**config.mk**
```make
export PLATFORM = sky130hd
export DESIGN_NAME = apb4_wdt
export DESIGN_NICKNAME = d
export VERILOG_FILES = /design/src/rtl/apb4_wdt.sv
export SDC_FILE = /design/constraint.sdc
export NUM_CORES = 1
export LEC_CHECK = 0
export ABC_AREA = 1
export CAP_MARGIN = 20
export CORE_ASPECT_RATIO = 1.1
export CORE_MARGIN = 2
export CORE_UTILIZATION = 25
export DETAILED_ROUTE_END_ITERATION = 8
export PLACE_DENSITY = 0.51
export SLEW_MARGIN = 40
export SYNTH_ARGS = -nofsm -noshare
export SYNTH_HDL_FRONTEND = slang
export SYNTH_SLANG_ARGS = --single-unit
```
**constraint.sdc**
```tcl
create_clock -name pclk -period 2.8 [get_ports pclk]
set_clock_uncertainty 0.15 [all_clocks]
set_input_delay 0.56 -clock pclk [delete_from_list [all_inputs] [get_ports pclk]]
set_output_delay 0.56 -clock pclk [all_outputs]
set_load 0.005 [all_outputs]
```
**src/rtl/apb4_wdt.sv**
```systemverilog
// APB4 watchdog timer: a first expiry raises a warning interrupt, and a second expiry without a
// feed drives a fixed-length active-low reset pulse to the reset/clock control unit.
module apb4_wdt #(
  parameter int unsigned CNT_WIDTH  = 32,
  parameter int unsigned PSCR_WIDTH = 16,
  parameter int unsigned RST_CYC    = 16,
  parameter logic [31:0] FEED_KEY   = 32'h5A5A_A5A5
) (
  input  logic        pclk,
  input  logic        presetn,
  input  logic [31:0] paddr,
  input  logic        psel,
  input  logic        penable,
  input  logic        pwrite,
  input  logic [31:0] pwdata,
  output logic [31:0] prdata,
  output logic        pready,
  output logic        pslverr,
  output logic        irq_o,
  output logic        wdt_rst_n_o
);

  localparam int unsigned RcW = (RST_CYC > 1) ? $clog2(RST_CYC) : 1;
  localparam logic [RcW-1:0] RcLast = RcW'(RST_CYC - 1);

  typedef enum logic [1:0] {StIdle, StRun, StWarn, StRst} state_e;

  state_e                r_state, w_state_d;
  logic                  r_en, r_irq_en, r_rst_en, r_tof, r_wdt_rst_n;
  logic [PSCR_WIDTH-1:0] r_pscr, r_pscr_cnt, w_pscr_cnt_d;
  logic [CNT_WIDTH-1:0]  r_cmp, r_cnt, w_cnt_d;
  logic [RcW-1:0]        r_rst_cnt, w_rst_cnt_d;

  logic       w_wr, w_rd;
  logic [3:0] w_addr;
  logic       w_ctrl_wr, w_pscr_wr, w_cmp_wr, w_stat_wr, w_feed, w_en_off;
  logic       w_active, w_tick, w_timeout, w_tof_set, w_en_clr;
  logic       w_unused;

  assign w_addr    = paddr[5:2];
  assign w_wr      = psel & penable & pwrite;
  assign w_rd      = psel & penable & ~pwrite;
  assign w_ctrl_wr = w_wr && (w_addr == 4'd0);
  assign w_pscr_wr = w_wr && (w_addr == 4'd1);
  assign w_cmp_wr  = w_wr && (w_addr == 4'd2);
  assign w_stat_wr = w_wr && (w_addr == 4'd5);
  assign w_feed    = w_wr && (w_addr == 4'd4) && (pwdata == FEED_KEY);
  assign w_en_off  = w_ctrl_wr && !pwdata[0];
  assign w_unused  = ^{paddr[31:6], paddr[1:0]};

  assign w_active  = (r_state == StRun) || (r_state == StWarn);
  assign w_tick    = w_active && (r_pscr_cnt == r_pscr);
  assign w_timeout = w_tick && (r_cnt == r_cmp);
  // A feed landing on the timeout cycle wins outright.
  assign w_tof_set = w_timeout && !w_feed;

  always_comb begin
    w_state_d    = r_state;
    w_cnt_d      = r_cnt;
    w_pscr_cnt_d = r_pscr_cnt;
    w_rst_cnt_d  = r_rst_cnt;
    w_en_clr     = 1'b0;
    case (r_state)
      StIdle: begin
        w_cnt_d      = '0;
        w_pscr_cnt_d = '0;
        w_rst_cnt_d  = '0;
        if (r_en && !w_en_off) w_state_d = StRun;
      end
      StRun, StWarn: begin
        if (w_tick) begin
          w_pscr_cnt_d = '0;
          w_cnt_d      = w_timeout ? '0 : r_cnt + CNT_WIDTH'(1);
        end else begin
          w_pscr_cnt_d = r_pscr_cnt + PSCR_WIDTH'(1);
        end
        if (w_en_off) begin
          w_state_d    = StIdle;
          w_cnt_d      = '0;
          w_pscr_cnt_d = '0;
        end else if (w_feed) begin
          w_state_d    = StRun;
          w_cnt_d      = '0;
          w_pscr_cnt_d = '0;
        end else if (w_timeout) begin
          if (r_state == StRun) begin
            w_state_d = StWarn;
          end else if (r_rst_en) begin
            w_state_d   = StRst;
            w_rst_cnt_d = '0;
          end
        end
      end
      StRst: begin
        // Pulse length is fixed: EN writes and feeds cannot cut it short.
        w_rst_cnt_d = r_rst_cnt + RcW'(1);
        if (r_rst_cnt == RcLast) begin
          w_state_d    = StIdle;
          w_cnt_d      = '0;
          w_pscr_cnt_d = '0;
          w_rst_cnt_d  = '0;
          w_en_clr     = 1'b1;
        end
      end
      default: w_state_d = StIdle;
    endcase
  end

  always_ff @(posedge pclk or negedge presetn) begin
    if (!presetn) begin
      r_state     <= StIdle;
      r_cnt       <= '0;
      r_pscr_cnt  <= '0;
      r_rst_cnt   <= '0;
      r_wdt_rst_n <= 1'b1;
      r_en        <= 1'b0;
      r_irq_en    <= 1'b0;
      r_rst_en    <= 1'b0;
      r_pscr      <= '0;
      r_cmp       <= '0;
      r_tof       <= 1'b0;
    end else begin
      r_state     <= w_state_d;
      r_cnt       <= w_cnt_d;
      r_pscr_cnt  <= w_pscr_cnt_d;
      r_rst_cnt   <= w_rst_cnt_d;
      r_wdt_rst_n <= (w_state_d != StRst);
      if (w_ctrl_wr) {r_rst_en, r_irq_en, r_en} <= pwdata[2:0];
      if (w_en_clr) r_en <= 1'b0;
      if (w_pscr_wr) r_pscr <= pwdata[PSCR_WIDTH-1:0];
      if (w_cmp_wr) r_cmp <= pwdata[CNT_WIDTH-1:0];
      if (w_tof_set) begin
        r_tof <= 1'b1;
      end else if (w_stat_wr && pwdata[0]) begin
        r_tof <= 1'b0;
      end
    end
  end

  always_comb begin
    prdata = '0;
    if (w_rd) begin
      case (w_addr)
        4'd0:    prdata = {29'd0, r_rst_en, r_irq_en, r_en};
        4'd1:    prdata = 32'(r_pscr);
        4'd2:    prdata = 32'(r_cmp);
        4'd3:    prdata = 32'(r_cnt);
        4'd5:    prdata = {31'd0, r_tof};
        default: prdata = '0;
      endcase
    end
  end

  assign pready      = 1'b1;
  assign pslverr     = 1'b0;
  assign irq_o       = r_tof & r_irq_en;
  assign wdt_rst_n_o = r_wdt_rst_n;

endmodule

```
==> run summary <==
impl run done, here's what came out: CTS Hold Bufs 0, EDFF count, synth 0, Tcrit/Tclk final 98.6%, Area leader share 37.3%, critical path type primary input to output pin, initial antenna violation count 0, Design Area, Final slightly above 9000 um2, required time worst endpoint ~2.1 ns, CTS tree built, pin count of the biggest net entering global routing 63, CTS max path bufs 2, # rows 64, Synth Seq Share 37.6%, Worst Tran Pin Value 0.690 ns, biggest regs r_cmp x32, r_cnt x32, r2r setup slk 0.39 ns, slew margin rel. 54.0%, P_leak 4.43 nW, first-pass iteration count of the detailed router 5, Worst Setup End Kind output pin, Top cells by area dfrtp_1 (37%), nand2_1 (20%), inv_1 (9.4%), synthesis-to-finish area growth 30.1%, maxcap violations 0, OpenROAD warnings 58, mean area per synthesized cell 6.43 um2, R2R Path Start r_cnt[1], Non-clock inverters 182, Final min period ~2.8 ns, post-CTS setup buffers 15, Mapped Cells 1108, Top Ports around 110, H-Tree Depth 3, clk_lat worst skew around 0.37 ns, Dominant comb cell simple AND/OR/NAND/NOR gates, WP data arrival 2.05 ns, CP max FO 8, # Cells Yosys between 1000 and 1500, Startpoint Class primary input, Max-area cell class multi-input combinational cells, post-DR vias/cell 4.58, wire length per cell between 15 and 20 um, Max Slew Vio Count 0, total track usage approximately 17%, family with the most delay on the worst path buffers and inverters, combinational gate area between 3000 and 4000 um2, Clock transition at path regs 0.08 ns, Placed Cells roughly 1600, first-pass GRT wire length 39100 um, Antenna Cells 0, Max stage delay on crit path 0.30 ns, maximum clock rate 362 MHz, I/O Buffers 74, R2R depth 13, worst hold slack 0.0822 ns, setup ws final slightly above 0.04 ns, AO/OA Area Share 9.68%, fin util 33.1%, routability cong. 0.885, Comb/total area 41.0%, combinational gates approximately 790, global route overflow 0, Sequential Area 2680 um2, HPWL after DPL 19600 um, crit path cell chain dlygate4sd2_1 > or2_4 > nor3_4 > buf_6 > inv_8 > buf_12 > o22ai_4 > o21ai_2 > inv_1 > clkdlybuf4s15_2, Registers, synthesis 107, Basic Gates by Area a little under two fifths, core box area 27900 um2, Place WS -0.671 ns, Worst Hold Class primary input to asynchronous set/reset pin, sequential share of cell area between 20% and 30%, PD cells 533 nW/um2, most numerous logic cells after layout nand2_1 (382), inv_1 (174), nor2_1 (129), dfrtp_1 (106), o21ai_0 (51), post-synthesis async set-or-reset flop share 100%, maximum VDD drop 0.316 mV, Post-Synth Adder-Cell Area 1.05%, vias in the first global route 6998, Tapcells 363, root buffer cell clkbuf_16, count leader, synth nand2_1, floorplan utilization 25.5%, Finished Layout Cells ~1600, area leader, netlist dfrtp_1, top cells by count, synth nand2_1 (383), inv_1 (178), nor2_1 (130), Primary FF master, synth dfrtp_1, Mapped Area 7120 um2, clk cell area share 3.34%, Final Power 4.94 mW, Final nets 1310, Net Count, Synth 1183, RSZ-0062 raised after global routing true, fillcell total around 3000, final hold viol count 0, Stages on worst setup path 10, Detailed Route Iter0 Violations 669, worst r2r dst r_cnt[30], Data buffer area share 14.4%, slowest cell on the critical path or2_4, # resized after CTS 153, status completed, most instantiated logic cell after routing nand2_1, Placed Area 8740 um2, number of routed nets with antenna violations 0, chip area 29800 um2, xor+xnor area frac 1.48%, number of remaining DRC errors 0, Buf/Inv on CP 6, MUX share of area 0%, Synth warnings 0, setup tns final 0 ns, # setup viols final 0, YS chip area 7120 um2, Netlist cell types 39, Repair and plain buffers 144, layout cells sized above 1 around 15%
worst max path at each step:
stage	from	to	slack [ns]
3_3_place_gp	paddr[5]	prdata[13]	-0.63
5_1_grt	paddr[5]	prdata[14]	-0.03
3_5_place_dp	paddr[5]	prdata[15]	-0.67
2_1_floorplan	paddr[5]	prdata[14]	0.22
4_1_cts	paddr[4]	prdata[22]	-0.008
6_report	paddr[5]	prdata[10]	0.04
layer usage:
layer	GRT usage (%)	routed length [um]
met5	0	0
met1	23.7	11400
met3	2.30	1330
met4	5.04	513
met2	27.4	11400
power breakdown:
part           switching (mW)  total, mW  internal (mW)
clock                   0.673       1.39          0.714
sequential              0.164       1.85           1.69
combinational           0.993       1.69          0.702
total                    1.83       4.94           3.11
Figure 1. Clock routing.
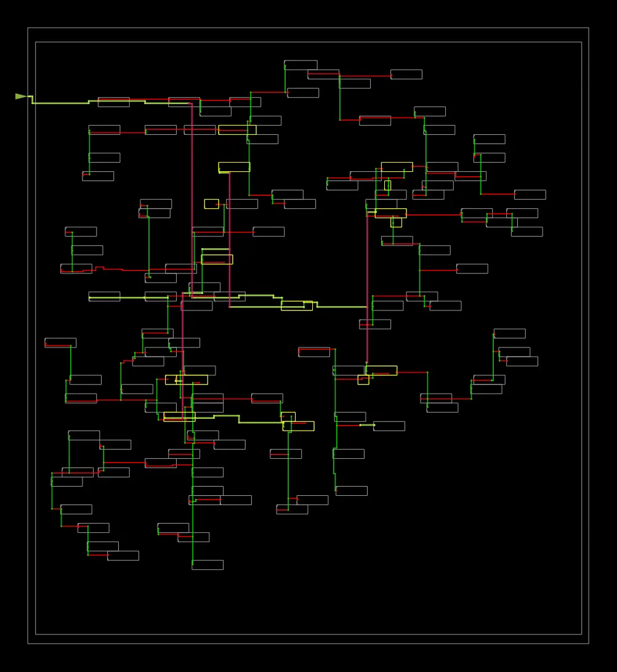
seq_cells: 107
Clock Sinks: 107
number of CTS-inserted buffers: 9
clock buffer count: 9

Figure 2. The metal 3 layer.
(2 px per um)
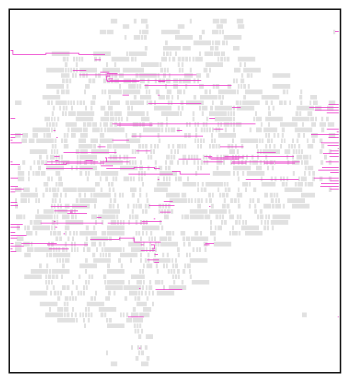
share of all routed wire: 5.4%
nets with wire on the layer: 111
final WL: 24600 um
vias: 7345
M3 GR Usage: 2.30%

Figure 3. Ports around the boundary.
(2 px per um) Pins as bars across the die edge, other pins in grey.
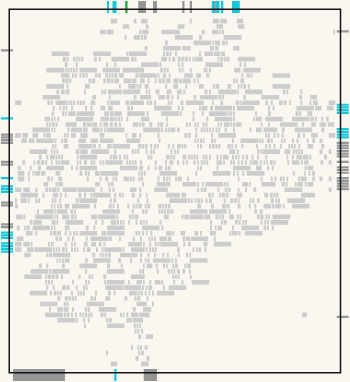
[pwdata] cyan | pins: 32 | direction: input | edge: 12 left, 11 top, 8 right, 1 bottom
[irq_o] green | pins: 1 | direction: output | edge: top
all pins by edge: 36 bottom, 25 right, 23 left, 21 top
Die W: 165 um
Die Ht: 181 um

Power and IR drop assume default switching activity.
